run_1/class_map.png
(6 px per um) Fill, decap, tap and diode cells in gray.
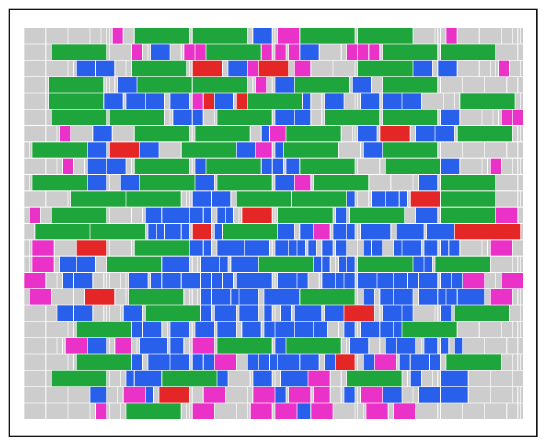
run_1/floorplan.png
(4 px per um) Pins as bars on the die edge.
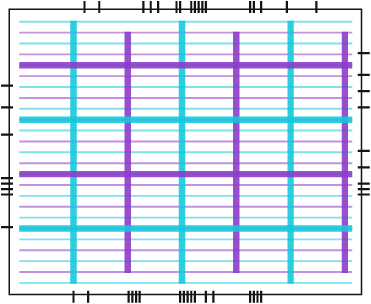
run_1/congestion_map.png
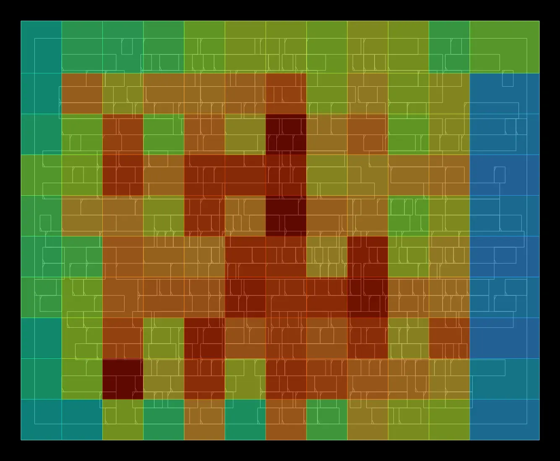
### config.mk
export PLATFORM = sky130hd
export DESIGN_NAME = bcd_to_hex
export DESIGN_NICKNAME = d
export VERILOG_FILES = /design/src/rtl/bcd_pkg.sv /design/src/rtl/bcd_digit_adjust.sv /design/src/rtl/bcd_to_hex.sv
export SDC_FILE = /design/constraint.sdc
export NUM_CORES = 1
export LEC_CHECK = 0
export CAP_MARGIN = 10
export CORE_ASPECT_RATIO = 0.8
export CORE_MARGIN = 2
export CORE_UTILIZATION = 60
export CTS_BUF_LIST = sky130_fd_sc_hd__clkbuf_8
export DETAILED_ROUTE_END_ITERATION = 12
export MAX_ROUTING_LAYER = met4
export PLACE_DENSITY = 0.93
export SLEW_MARGIN = 40
export SYNTH_ARGS = -nofsm -noshare
export SYNTH_HDL_FRONTEND = slang
export SYNTH_SLANG_ARGS = --single-unit
### constraint.sdc
create_clock -name clk -period 3.9 [get_ports clk]
set_clock_uncertainty 0.1 [all_clocks]
set_input_delay 0.78 -clock clk [delete_from_list [all_inputs] [get_ports clk]]
set_output_delay 0.78 -clock clk [all_outputs]
set_load 0.1 [all_outputs]
### src/rtl/bcd_pkg.sv
// Shared constants and FSM state type for the decimal/binary conversion blocks.
// The digit width is shared with the binary-to-BCD display-path converter.
package bcd_pkg;

   localparam int DIGIT_W = 4;

   localparam logic [DIGIT_W-1:0] BCD_DIGIT_MAX = 4'd9;
   localparam logic [DIGIT_W-1:0] ADJ_THRESH    = 4'd8;
   localparam logic [DIGIT_W-1:0] ADJ_VALUE     = 4'd3;

   typedef enum logic [1:0] {
      IDLE  = 2'd0,
      SHIFT = 2'd1,
      DONE  = 2'd2
   } state_t;

endpackage

### src/rtl/bcd_digit_adjust.sv
// Reverse double-dabble digit correction: subtract 3 from a digit of 8 or more.
// Purely combinational; the subtraction cannot underflow because of the threshold.
module bcd_digit_adjust
   import bcd_pkg::*;
(
   input  logic [DIGIT_W-1:0] digit_i,
   output logic [DIGIT_W-1:0] digit_o
);

   assign digit_o = (digit_i >= ADJ_THRESH) ? (digit_i - ADJ_VALUE) : digit_i;

endmodule

### src/rtl/bcd_to_hex.sv
// Sequential packed-BCD to binary converter (reverse double-dabble), one conversion in flight.
// Latency BIN_W cycles for valid input, 1 cycle for a bad digit; result held until out_ready.
module bcd_to_hex
   import bcd_pkg::*;
#(
   parameter int DIGITS = 6,
   parameter int BIN_W  = 20
) (
   input  logic                      clk,
   input  logic                      reset,
   input  logic [DIGIT_W*DIGITS-1:0] bcd_in,
   input  logic                      in_valid,
   output logic                      in_ready,
   output logic [BIN_W-1:0]          hex_number,
   output logic                      error,
   output logic                      out_valid,
   input  logic                      out_ready
);

   localparam int BCD_W = DIGIT_W * DIGITS;
   localparam int CNT_W = $clog2(BIN_W + 1);
   localparam logic [CNT_W-1:0] LAST_CNT = CNT_W'(BIN_W - 1);

   state_t             state_q, state_d;
   logic [CNT_W-1:0]   cnt_q, cnt_d;
   logic [BCD_W-1:0]   bcd_q, bcd_d;
   logic [BIN_W-1:0]   bin_q, bin_d;
   logic [BIN_W-1:0]   hex_q, hex_d;
   logic               err_q, err_d;

   logic [BCD_W-1:0]   bcd_shift;
   logic [BCD_W-1:0]   bcd_adj;
   logic [BIN_W-1:0]   bin_shift;
   logic [DIGITS-1:0]  digit_bad;
   logic               bad_input;
   logic               last_shift;

   // {bcd, bin} moves right as one word; the BCD LSB feeds the binary MSB.
   assign bcd_shift = bcd_q >> 1;
   assign bin_shift = {bcd_q[0], bin_q[BIN_W-1:1]};

   for (genvar g = 0; g < DIGITS; g++) begin : g_digit
      bcd_digit_adjust u_adj (
         .digit_i (bcd_shift[g*DIGIT_W +: DIGIT_W]),
         .digit_o (bcd_adj[g*DIGIT_W +: DIGIT_W])
      );

      assign digit_bad[g] = (bcd_in[g*DIGIT_W +: DIGIT_W] > BCD_DIGIT_MAX);
   end

   assign bad_input  = |digit_bad;
   assign last_shift = (cnt_q == LAST_CNT);

   always_comb begin
      state_d = state_q;
      cnt_d   = cnt_q;
      bcd_d   = bcd_q;
      bin_d   = bin_q;
      hex_d   = hex_q;
      err_d   = err_q;

      case (state_q)
         IDLE: begin
            if (in_valid) begin
               state_d = SHIFT;
               bin_d   = '0;
               if (bad_input) begin
                  // Zeroed registers and a preloaded counter make the next
                  // SHIFT cycle the last one, giving a one-cycle error path.
                  err_d = 1'b1;
                  hex_d = '0;
                  bcd_d = '0;
                  cnt_d = LAST_CNT;
               end else begin
                  err_d = 1'b0;
                  bcd_d = bcd_in;
                  cnt_d = '0;
               end
            end
         end

         SHIFT: begin
            bcd_d = bcd_adj;
            bin_d = bin_shift;
            cnt_d = cnt_q + CNT_W'(1);
            if (last_shift) begin
               hex_d   = bin_shift;
               state_d = DONE;
            end
         end

         DONE: begin
            if (out_ready) begin
               state_d = IDLE;
            end
         end

         default: begin
            state_d = IDLE;
         end
      endcase
   end

   always_ff @(posedge clk or negedge reset) begin
      if (!reset) begin
         state_q <= IDLE;
         cnt_q   <= '0;
         bcd_q   <= '0;
         bin_q   <= '0;
         hex_q   <= '0;
         err_q   <= 1'b0;
      end else begin
         state_q <= state_d;
         cnt_q   <= cnt_d;
         bcd_q   <= bcd_d;
         bin_q   <= bin_d;
         hex_q   <= hex_d;
         err_q   <= err_d;
      end
   end

   assign in_ready   = (state_q == IDLE);
   assign out_valid  = (state_q == DONE);
   assign hex_number = hex_q;
   assign error      = err_q;

   // Every BCD bit must have drained into the binary register by the final shift.
   a_bcd_drained : assert property (
      @(posedge clk) disable iff (!reset)
      (state_q == SHIFT && last_shift) |-> (bcd_adj == '0)
   );

endmodule
==> Implementation_results.wiki, run 1 <==
=== Synthesis and place and route ===
{| class="wikitable"
! Metric !! Value
|-
| Clock network share of area || ~4.9%
|-
| Top reg by flops || bcd_q
|-
| Status || finished, final reports clean
|-
| Area fraction in and, or, nand and nor cells after synthesis || roughly 7.7%
|-
| Sequential group share of total power || a little under two fifths
|-
| Highest cell delay on the worst timing path || between 0.5 and 0.6 ns
|-
| Area Overhead vs Synth || 17.7%
|-
| Post-synth design cell area || about 3400 um^2
|-
| Worst skew pair latency || ~0.35 ns
|-
| Residual overflow from global routing || 0
|-
| CTS tree || built
|-
| Area taken by multi-input logic gates || around 1400 um^2
|-
| Cell repeated most along the worst path || sky130_fd_sc_hd__o21ai_0
|-
| Post-DRT Antenna Nets || 0
|-
| Worst IR drop on VDD || 527 uV
|-
| Aoi/oai-family share of the synthesized area || 26.0%
|-
| Wire length of the first global-routing pass || approximately 13000 um
|-
| Area of the die || ~6200 um^2
|-
| Cell total in the yosys stat output || roughly 300
|-
| Global-route track usage on met1 || 39.6%
|-
| Yosys top cell by instances || sky130_fd_sc_hd__dfrtp_1
|-
| Cell accounting for the most synthesized area || sky130_fd_sc_hd__dfrtp_1
|-
| Share of the synthesized area in the top cell type || 52.9%
|-
| Worst Setup End Kind || flip-flop
|-
| Part of the total power dissipated in combinational logic || a little under half
|-
| Detailed-routing iteration count for the pre-antenna-repair pass || 5
|-
| Worst Max-Slew Pin Slew || slightly below 0.8 ns
|-
| Total placed cells including tap cells || between 400 and 500
|-
| Adder and majority cell fraction of the synthesized area || 4.10%
|-
| Share of post-route cells with drive strength above 1 || ~15%
|-
| Number of gates given a new drive strength after cts || 0
|-
| Buffering stage count on the worst path with inverters included || 1
|-
| Count of filler cells inserted in the layout || roughly 360
|-
| Fin util || 72.8%
|-
| Register clock-pin slew on the reported worst setup and hold paths || roughly 0.07 ns
|-
| Max-slew headroom || a little under half
|-
| Summed area of non-filler cells in the final layout || between 3000 and 4000 um^2
|-
| Amount of wire on met3 after detailed routing || a little over 600 um
|-
| Critical Path AT || about 2.7 ns
|-
| OpenROAD warning count || 36
|-
| Smallest hold slack || 0.266 ns
|-
| Non-CTS buffers || about 55
|-
| Starting Density || 61.8%
|-
| Core Box Area || between 5000 and 6000 um^2
|-
| Largest net degree at the start of global routing || approximately 51
|-
| Overall power || roughly 3.4 mW
|-
| Initial antenna violation count || 0
|-
| Pre-CTS setup slack || 1.17 ns
|-
| FFs w/ async S/R, synth || 100%
|-
| CTS Buf Count || 9
|-
| DR WL met2 || approximately 3700 um
|-
| Uppermost routed layer || met4
|-
| R2r startpoint || state_q[0]
|-
| Switching share of total power || between 40% and 50%
|-
| Clk pwr || roughly 0.59 mW
|-
| Post-CTS Hold Buffers || 0
|-
| Main area contributors || sky130_fd_sc_hd__dfrtp_1 (53%), sky130_fd_sc_hd__a22o_1 (11%), sky130_fd_sc_hd__ha_1 (4.1%)
|-
| Count of buffers added by post-CTS timing repair for setup || 0
|-
| I/O Buffers || 50
|-
| Most common logic cells in the final layout || sky130_fd_sc_hd__dfrtp_1 (71), sky130_fd_sc_hd__a22o_1 (43), sky130_fd_sc_hd__clkdlybuf4s50_1 (26), sky130_fd_sc_hd__o21ai_0 (23), sky130_fd_sc_hd__buf_2 (22)
|-
| Net switching power figure || 1.57 mW
|-
| Hold/Removal Path Class || input port to async pin
|-
| Mapped Cells || 299
|-
| Main logic family after synthesis || AND-OR/OR-AND gates
|-
| Final number of setup-violating endpoints || 0
|-
| Launching element type of the critical path || input port
|-
| Ports || between 50 and 60
|-
| Max FFs per register || 24
|-
| Final Net Count || 380
|-
| Cell Count, Final, Fillers Out || between 400 and 500
|-
| Register cell area after layout || 1780 um^2
|-
| Height of the die || around 70 um
|-
| Critical Path Source || bcd_in[2]
|-
| WS Path Type || input port to flip-flop
|-
| Proportion of cell area occupied by registers || ~45%
|-
| Routability-driven placement congestion ratio || roughly 0.84
|-
| Horizontal die size || about 90 um
|-
| Clock root buffer master || sky130_fd_sc_hd__clkbuf_8
|-
| Comb gates || approximately 190
|-
| Floorplan Nets || 338
|-
| Cell with the largest stage delay on the worst path || sky130_fd_sc_hd__o21ai_0
|-
| Drt initial violations || 423
|-
| Yosys Chip Area || ~3400 um^2
|-
| Well-Tap Cells || just under 80
|-
| CTS Buffer Depth || 2
|-
| Layer with the highest usage after global routing || met2
|-
| Registers, synthesis || roughly 70
|-
| DP HPWL || 5220 um
|-
| Detailed-route wire length per cell || roughly 19 um
|-
| Cell group occupying the most layout area || sequential cells
|-
| Power group with the highest consumption || combinational cells
|-
| Count of unique library cells instantiated by Yosys || 38
|-
| Peak fanout along the critical path || 4
|-
| Tally of clock buffers in the finished layout || 10
|-
| R2R depth || 5
|-
| Required time of the critical path || ~4 ns
|-
| Power per cell area || approximately 860 nW/um^2
|-
| Synth warn || 0
|-
| List of cells traversed by the critical path || clkdlybuf4s50_1, o21ai_0, nand4_2, o21ai_0, o311ai_0
|-
| Pleak || 1.89 nW
|-
| Final Max-Slew Violation Tally || 0
|-
| Most frequent logic cell in the layout || sky130_fd_sc_hd__dfrtp_1
|-
| Number of maximum-capacitance violations || 0
|-
| Seq. pwr || about 1.3 mW
|-
| Post-synthesis average cell area || approximately 11 um^2
|}
Back to the opening pictures, class_map.png:
color	class	cells	share of their area
magenta	remaining buffers and delay cells	55	11%
green	registers	71	46%
red	clock drivers and dummy loads	15	5.1%
blue	remaining logic cells	204	38%

Back to the opening pictures, floorplan.png:
color	net
purple	VDD
cyan	VSS
signal pins	51
met5 straps	4
rows	24
met4 straps	6
met1 rails	25

Back to the opening pictures, congestion_map.png:
Global Route Usage Sum: 28.8%
met3 demand-to-capacity share in global routing: 8.75%
global routing met2 resource utilization: 40.3%

--- run 2 (diff from run 1) ---
--- a/config.mk
+++ b/config.mk
@@ -8,11 +8,11 @@
 export CAP_MARGIN = 10
 export CORE_ASPECT_RATIO = 0.8
 export CORE_MARGIN = 2
-export CORE_UTILIZATION = 60
+export CORE_UTILIZATION = 50
 export CTS_BUF_LIST = sky130_fd_sc_hd__clkbuf_8
 export DETAILED_ROUTE_END_ITERATION = 12
 export MAX_ROUTING_LAYER = met4
-export PLACE_DENSITY = 0.93
+export PLACE_DENSITY = 0.84
 export SLEW_MARGIN = 40
 export SYNTH_ARGS = -nofsm -noshare
 export SYNTH_HDL_FRONTEND = slang
==> constraint.sdc (replaced) <==
create_clock -name clk -period 2.14 [get_ports clk]
set_clock_uncertainty 0.1 [all_clocks]
set_input_delay 0.428 -clock clk [delete_from_list [all_inputs] [get_ports clk]]
set_output_delay 0.428 -clock clk [all_outputs]
set_load 0.1 [all_outputs]
==> run 2 against run 1 <==
Area after synthesis unchanged; largest power group unchanged; critical path type is now flip-flop to output pin; critical endpoint is now out_valid; first-iteration DRC count decreased by 54%; global-route usage decreased by 4.2 points; sequential share of layout area decreased by 3.6 points; die area increased by 19%.
==> Implementation_results.wiki, run 2 <==
=== Synthesis and place and route ===
{| class="wikitable"
! Metric !! Value
|-
| Final Net Count || 409 (+7.6%)
|-
| Seq. pwr || 2.26 mW (+79%)
|-
| Adder and majority cell fraction of the synthesized area || 4.10% (unchanged)
|-
| Post-synth design cell area || 3360 um^2 (unchanged)
|-
| Wire length of the first global-routing pass || 13700 um (+3.7%)
|-
| Clk pwr || 0.995 mW (+68%)
|-
| Core Box Area || 6440 um^2 (+19%)
|-
| Register cell area after layout || 1780 um^2 (unchanged)
|-
| Global Route Usage Sum || 24.7% (-4.2 points)
|-
| Floorplan Nets || 338 (unchanged)
|-
| Required time of the critical path || 1.61 ns (-2.37 ns)
|-
| Final number of setup-violating endpoints || 0 (unchanged)
|-
| Most frequent logic cell in the layout || sky130_fd_sc_hd__dfrtp_1
|-
| Starting Density || 52.2% (-9.7 points)
|-
| Aoi/oai-family share of the synthesized area || 26.0% (unchanged)
|-
| Worst skew pair latency || 0.34 ns (about the same)
|-
| Buffering stage count on the worst path with inverters included || 1 (unchanged)
|-
| Part of the total power dissipated in combinational logic || 48.6% (+3.2 points)
|-
| Critical Path Source || state_q[1]
|-
| Share of the synthesized area in the top cell type || 52.9% (unchanged)
|-
| Post-synthesis average cell area || 11.2 um^2 (unchanged)
|-
| Proportion of cell area occupied by registers || 41.3% (-3.6 points)
|-
| Pleak || 2.05 nW (+8.4%)
|-
| Drt initial violations || 195 (-54%)
|-
| Final Max-Slew Violation Tally || 0 (unchanged)
|-
| Max-slew headroom || 68.0% (+20 points)
|-
| Detailed-routing iteration count for the pre-antenna-repair pass || 4 (-1)
|-
| Power per cell area || 1470 nW/um^2 (+72%)
|-
| Yosys top cell by instances || sky130_fd_sc_hd__dfrtp_1
|-
| Amount of wire on met3 after detailed routing || 602 um (-2.3%)
|-
| CTS tree || built
|-
| OpenROAD warning count || 36 (unchanged)
|-
| Uppermost routed layer || met4
|-
| Yosys Chip Area || 3360 um^2 (unchanged)
|-
| Non-CTS buffers || 84 (+53%)
|-
| List of cells traversed by the critical path || nor2b_2, buf_12
|-
| Main logic family after synthesis || AND-OR/OR-AND gates
|-
| Net switching power figure || 2.85 mW (+81%)
|-
| Well-Tap Cells || 84 (+7.7%)
|-
| Synth warn || 0 (unchanged)
|-
| Most common logic cells in the final layout || sky130_fd_sc_hd__dfrtp_1 (71), sky130_fd_sc_hd__buf_4 (50), sky130_fd_sc_hd__a22o_1 (43), sky130_fd_sc_hd__clkdlybuf4s50_1 (26), sky130_fd_sc_hd__o21ai_0 (23)
|-
| FFs w/ async S/R, synth || 100% (unchanged)
|-
| Cell with the largest stage delay on the worst path || sky130_fd_sc_hd__dfrtp_1
|-
| R2r startpoint || state_q[1]
|-
| Area Overhead vs Synth || 28.1%
|-
| Comb gates || 193 (unchanged)
|-
| Cell total in the yosys stat output || 299 (unchanged)
|-
| Worst IR drop on VDD || 911 uV (+73%)
|-
| Number of gates given a new drive strength after cts || 0 (unchanged)
|-
| Area taken by multi-input logic gates || 1430 um^2 (+0.35%)
|-
| WS Path Type || flip-flop to output pin
|-
| Share of post-route cells with drive strength above 1 || 21.9% (+7.1 points)
|-
| Worst Max-Slew Pin Slew || 0.480 ns (-0.298 ns)
|-
| Mapped Cells || 299 (unchanged)
|-
| Status || finished, final reports clean
|-
| Initial antenna violation count || 0 (unchanged)
|-
| Launching element type of the critical path || flip-flop
|-
| I/O Buffers || 50 (unchanged)
|-
| R2R depth || 4 (-1)
|-
| Hold/Removal Path Class || flip-flop to flip-flop
|-
| Clock network share of area || 4.27% (-0.66 points)
|-
| Cell group occupying the most layout area || sequential cells
|-
| Count of unique library cells instantiated by Yosys || 38 (unchanged)
|-
| Ports || 51 (unchanged)
|-
| Tally of clock buffers in the finished layout || 11 (+1)
|}
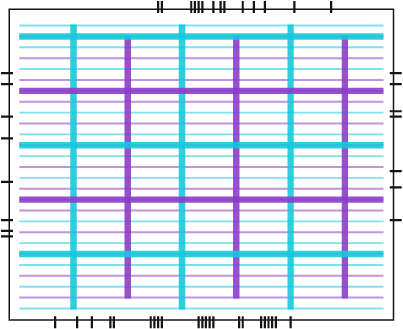
run_2/floorplan.png
(4 px per um) Pins as bars on the die edge.
color	net
purple	VDD
cyan	VSS
signal pins	51
met4 straps	6
met1 rails	27
rows	26
met5 straps	5

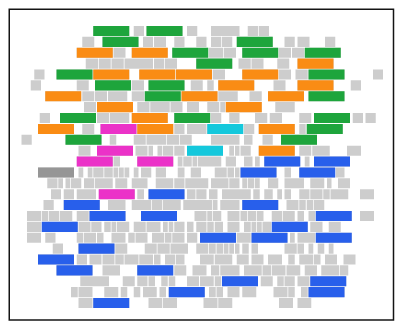
run_2/ff_map.png
(4 px per um) Other sequential cells in the stronger gray, the rest of the logic in the fainter gray.
color	netlist name	placed flops
orange	`bin_q`	19
green	`hex_number`	20
blue	`bcd_q`	24
magenta	`cnt_q`	5
cyan	`state_q`	2
not colored	1

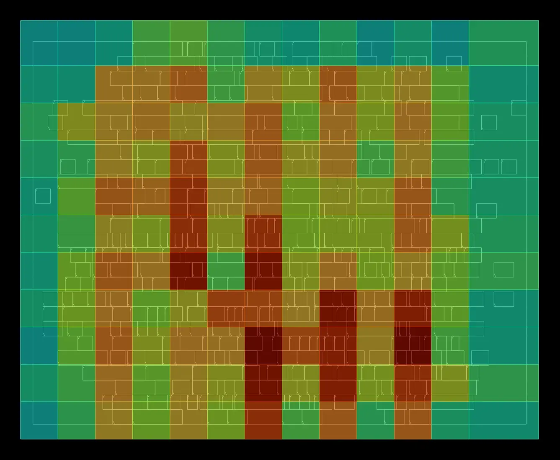
run_2/congestion_map.png
global-route track usage on met1: 35.7%
detailed-route wire length per cell: 17.4 um
layer with the highest usage after global routing: met1
fin util: 66.8%
global routing met2 resource utilization: 34.5%

Power and IR drop assume default switching activity.
